### src/rtl/msg_stream_merge.sv
// msg_stream_merge: merges a sample stream and a message stream onto a single
// output port. Samples always win the slot and go out one cycle after input.
// Messages are queued in a circular FIFO and sent in idle slots, tagged with
// out_is_msg. If a message arrives while the FIFO is full and nothing pops in
// that cycle, the word is dropped and the sticky error flag is set.
//
// Optional feature: define MSG_STREAM_MERGE_DROP_CNT_EN to add a saturating
// 16-bit drop_count output that counts dropped message words.
module msg_stream_merge #(
   parameter int WIDTH     = 32,
   parameter int MSG_WIDTH = 32,
   parameter int LOG_DEPTH = 4
) (
   input  logic                 clk,
   input  logic                 rst,
   input  logic [WIDTH-1:0]     in_data,
   input  logic                 in_nd,
   input  logic [MSG_WIDTH-1:0] in_msg,
   input  logic                 in_msg_nd,
   output logic [WIDTH-1:0]     out_data,
   output logic                 out_nd,
   output logic                 out_is_msg,
   output logic                 msg_pending,
`ifdef MSG_STREAM_MERGE_DROP_CNT_EN
   output logic                 error,
   output logic [15:0]          drop_count
`else
   output logic                 error
`endif
);

   localparam int DEPTH = 1 << LOG_DEPTH;

   logic [MSG_WIDTH-1:0] r_mem [DEPTH];
   logic [LOG_DEPTH-1:0] r_wr_ptr;
   logic [LOG_DEPTH-1:0] r_rd_ptr;
   logic [LOG_DEPTH:0]   r_count;

   logic [WIDTH-1:0]     r_out_data;
   logic                 r_out_nd;
   logic                 r_out_is_msg;
   logic                 r_msg_pending;
   logic                 r_error;

   logic                 w_empty;
   logic                 w_full;
   logic                 w_pop;
   logic                 w_push;
   logic                 w_drop;
   logic [LOG_DEPTH:0]   w_count_nxt;
   logic [WIDTH-1:0]     w_head_ext;

   // FIFO status and the push/pop/drop decisions for this edge.
   // A pop only happens when no sample claims the slot; a pop frees room for
   // a push arriving in the same cycle even when the FIFO is full.
   always_comb begin
      w_empty = (r_count == '0);
      w_full  = (r_count == (LOG_DEPTH+1)'(DEPTH));
      w_pop   = !in_nd && !w_empty;
      w_push  = in_msg_nd && (!w_full || w_pop);
      w_drop  = in_msg_nd && w_full && !w_pop;
   end

   // Next occupancy: simultaneous push and pop leaves the count unchanged.
   always_comb begin
      w_count_nxt = r_count;
      if (w_push && !w_pop) begin
         w_count_nxt = r_count + (LOG_DEPTH+1)'(1);
      end else if (!w_push && w_pop) begin
         w_count_nxt = r_count - (LOG_DEPTH+1)'(1);
      end
   end

   // Head word zero-extended to the output width (works for MSG_WIDTH == WIDTH).
   always_comb begin
      w_head_ext                  = '0;
      w_head_ext[MSG_WIDTH-1:0]   = r_mem[r_rd_ptr];
   end

   // Message storage; contents need no reset since occupancy gates every read.
   always_ff @(posedge clk) begin
      if (w_push) begin
         r_mem[r_wr_ptr] <= in_msg;
      end
   end

   // FIFO pointers, occupancy and the registered pending flag.
   always_ff @(posedge clk or posedge rst) begin
      if (rst) begin
         r_wr_ptr      <= '0;
         r_rd_ptr      <= '0;
         r_count       <= '0;
         r_msg_pending <= 1'b0;
      end else begin
         if (w_push) begin
            r_wr_ptr <= r_wr_ptr + LOG_DEPTH'(1);
         end
         if (w_pop) begin
            r_rd_ptr <= r_rd_ptr + LOG_DEPTH'(1);
         end
         r_count       <= w_count_nxt;
         r_msg_pending <= (w_count_nxt != '0);
      end
   end

   // Output slot selection: sample first, then queued message, else idle.
   always_ff @(posedge clk or posedge rst) begin
      if (rst) begin
         r_out_data   <= '0;
         r_out_nd     <= 1'b0;
         r_out_is_msg <= 1'b0;
      end else if (in_nd) begin
         r_out_data   <= in_data;
         r_out_nd     <= 1'b1;
         r_out_is_msg <= 1'b0;
      end else if (w_pop) begin
         r_out_data   <= w_head_ext;
         r_out_nd     <= 1'b1;
         r_out_is_msg <= 1'b1;
      end else begin
         r_out_nd     <= 1'b0;
         r_out_is_msg <= 1'b0;
      end
   end

   // Sticky overflow flag.
   always_ff @(posedge clk or posedge rst) begin
      if (rst) begin
         r_error <= 1'b0;
      end else if (w_drop) begin
         r_error <= 1'b1;
      end
   end

`ifdef MSG_STREAM_MERGE_DROP_CNT_EN
   logic [15:0] r_drop_count;

   // Saturating count of dropped message words.
   always_ff @(posedge clk or posedge rst) begin
      if (rst) begin
         r_drop_count <= '0;
      end else if (w_drop && (r_drop_count != 16'hFFFF)) begin
         r_drop_count <= r_drop_count + 16'd1;
      end
   end

   assign drop_count = r_drop_count;
`endif

   assign out_data    = r_out_data;
   assign out_nd      = r_out_nd;
   assign out_is_msg  = r_out_is_msg;
   assign msg_pending = r_msg_pending;
   assign error       = r_error;

endmodule
### config.mk
export PLATFORM = sky130hd
export DESIGN_NAME = msg_stream_merge
export DESIGN_NICKNAME = d
export VERILOG_FILES = /design/src/rtl/msg_stream_merge.sv
export SDC_FILE = /design/constraint.sdc
export NUM_CORES = 1
export LEC_CHECK = 0
export ABC_AREA = 1
export CORE_MARGIN = 5
export CORE_UTILIZATION = 65
export CTS_CLUSTER_DIAMETER = 120
export CTS_CLUSTER_SIZE = 25
export DETAILED_ROUTE_END_ITERATION = 12
export GPL_TIMING_DRIVEN = 1
export PLACE_DENSITY = 0.9
export SYNTH_ARGS = -nofsm -noshare
export SYNTH_HDL_FRONTEND = slang
export SYNTH_SLANG_ARGS = --single-unit
### constraint.sdc
create_clock -name clk -period 9.3 [get_ports clk]
set_clock_uncertainty 0.1 [all_clocks]
set_input_delay 2.79 -clock clk [delete_from_list [all_inputs] [get_ports clk]]
set_output_delay 2.79 -clock clk [all_outputs]
set_load 0.1 [all_outputs]
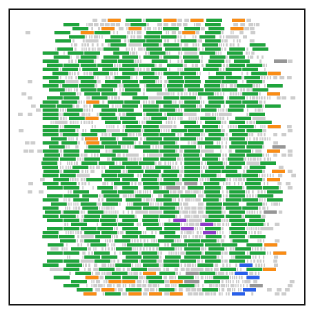
registers.png
Drawn at 1.5 px/um.
`r_mem`: drawn in green, sequential cells 512. `r_wr_ptr`: drawn in purple, sequential cells 4. `out_data`: drawn in orange, sequential cells 32, where widely spread. `r_count`: drawn in blue, sequential cells 5, where lower right.
Another 8 sequential cells are not colored.

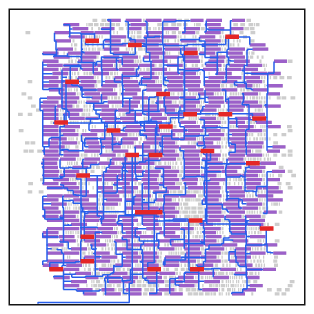
clock_map.png
Drawn at 1.5 px/um.
cells driving clock nets: drawn in red, count 26. clock wires: drawn in blue, length 4,930 um. flip-flops: drawn in purple, count 561.
There are 27 routed clock nets. Position of the flops: widely spread.

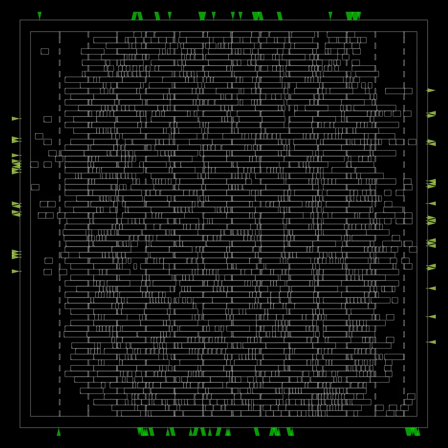
final_placement.png
Fillers: 2,048
fin util: 71.4%
sequential share of cell area: 67.7%
FFs & Latches: 561

==> summary.txt <==
flow finished, numbers: status=completed, GP Congestion=slightly below 0.8, fmax=just under 0.2 GHz, Buffers on Ports=103, worst-case clock buffer depth=3, die height=196 um, setup_tns=0 ns, vias in the first global route=14,600, Post-DP Area=about 24,000 sq um, Log Warnings=34, Final Hold Viols=0, yosys warning tally=0, syn avg cell area=12.5 sq um, worst slew pin tran=1.45 ns, DP HPWL=29,500 um, Worst Path Buf+Inv=1, GRT Overall Usage=27.2%, TritonCTS clock tree=done, CTS sink count=561, Root Buffer=clkbuf_16, Worst-Skew Late Latency=0.57 ns, Top cells excl fill/tap=512 x edfxtp_1, 287 x nor2_1, 200 x nand2_1, antenna diode count=0, WHS=0.454 ns, die area=38,400 sq um, type of the worst min-delay path=flip-flop to flip-flop, H-tree depth=1, CTS buffer count=26, Max Cap Violations=0, final setup violating endpoints=0, routed len/inst=23.2 um, Relative slew margins=roughly 3.1%, Inst Count DP=2,257, vias per cell=6.41, Static Leakage=approximately 8.3 nW, post-cts sizing count=0, drt total wl=approximately 53,000 um, share of cells above drive strength 1=between 3 and 4%, clock transition at the registers of the reported paths=0.10 ns, overall power=7.61 mW, ys flops=561, initial antenna violation count=0, pre-CTS setup slack=~3.8 ns, RSZ-0062 raised after global routing=no, Async SR Flop Fraction=8.73%, DRC violation total after the first TritonRoute iteration=2,309, CTS Hold Buffers Added=0, area grow syn2layout=9.05%, PnR worst setup slack=about 4.3 ns, global-route wire length before repair=81,700 um, CP Cell Sequence=clkdlybuf4s50_1, Worst setup SP type=flip-flop, Yosys chip area=22,500 sq um, post-route ant nets=0, I/O Pins=about 100, Worst setup EP type=primary output, # Cells Yosys=~1,800, crit-path max FO=2, Die Width=196 um, Hold Startpoint=error, Max Transition Viols Final=0, Synth cell types=31, CP max stage delay=1.17 ns, Cell Count, Final, Fillers Out=2,305, Main synth FF type=edfxtp_1, Post-Syn Nets=1,872, residual DRC count=0, GR Overflow Total=0, Synth Seq Share=73.8%, cycle use final=between 50% and 60%, Slowest-stage cell, CP=clkdlybuf4s50_1, setup bufs post-CTS=0, count of library flops with an enable pin=between 500 and 600
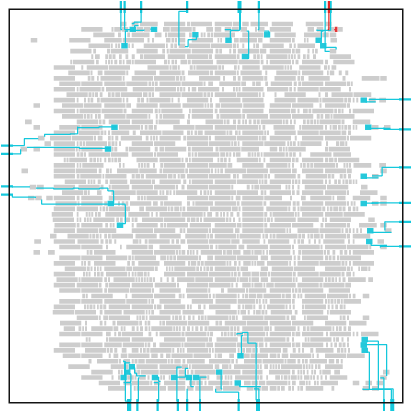
port_nets.png
Drawn at 2 px/um.
`in_data`: drawn in cyan, bits 32, direction input, edge 13 bottom, 9 top, 6 right, 4 left, end cells 32, buffers 32, wire 946 um. `rst`: drawn in red, bits 1, direction input, edge top, end cells 1, buffers 1, wire 10.5 um.

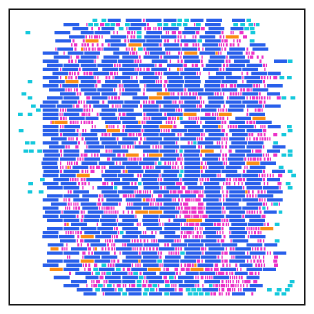
cell_classes.png
Drawn at 1.5 px/um.
flip-flops: drawn in blue, cells 561, share of their area 69%. clock drivers and dummy loads: drawn in orange, cells 48, share of their area 3.2%. all other logic: drawn in magenta, cells 1,125, share of their area 23%. other buffers and delay cells: drawn in cyan, cells 116, share of their area 4.7%.
area of the core: 34,400 sq um
post-route cell area: 24,500 sq um
row count: 68

[sequential cells by signal (all words and copies together) (netlist names)]
signal       cells
msg_pending      1
r_mem          512
out_is_msg       1
error            1
r_count          5
out_nd           1
r_wr_ptr         4
r_rd_ptr         4
out_data        32
[layout make-up]
cell class                 count  area (sq um)  share of cell area [%]
inverter                      76           290                    1.18
clock buffer                  47           751                    3.06
clock inverter                 1          16.3                  0.0663
timing repair buffer         116          1130                    4.60
multi-input combinational   1049          5170                    21.1
tap                          455           569                    2.32
sequential                   561         16600                    67.7
[metal layers]
| layer | up-vias | track usage (%) | routed length, um |
|---|---|---|---|
| met4 | 0 | 10.6 | 2110 |
| li1 | 6467 | - | - |
| met2 | 1044 | 45.4 | 26800 |
| met5 | - | 0 | 0 |
| met1 | 7111 | 37.0 | 19300 |
| met3 | 163 | 3.86 | 5240 |
[cell families (layout without fill, tap and decap cells)]
group	count (synthesis)	count (layout)	share of synthesized area [%]
flops	561	561	73.8
buf+inv	187	240	3.76
simple gates	632	632	11.3
fa+ha+maj	7	7	0.389
xor+xnor	11	11	0.428
compound gates	399	399	10.3
[Yosys cell counts, drive strengths merged, types with 7 or more instances]
master	n	area, sq um
edfxtp	512	15400
nor2	305	1150
o21ai	212	1060
nand2	201	757
nand3	124	631
a21oi	84	420
inv	75	282
buf	64	379
o211ai	59	448
dfrtp	49	1230
clkbuf	47	180
o22a	32	280
o221ai	10	87.6
xor2	10	87.6
ha	7	87.6
[power by group]
part / switching, mW / total [mW] / internal [mW]
logic: 2.27 / 3.04 / 0.772
registers: 0.190 / 3.28 / 3.09
clock network: 0.733 / 1.29 / 0.556
total: 3.20 / 7.61 / 4.41
[path summary, 6_finish.rpt]
check	end	slack (ns)	cells after the start
hold reg to reg	error	0.45	1
max in group asynchronous	r_rd_ptr[0]	5.86	3
min in group asynchronous	out_data[3]	2.64	3
hold / removal	error	0.45	1
setup reg to reg	out_data[31]	5.22	10
setup / recovery	out_data[16]	4.26	1
Power figures rest on the tool's default switching activity, not on a simulated workload.
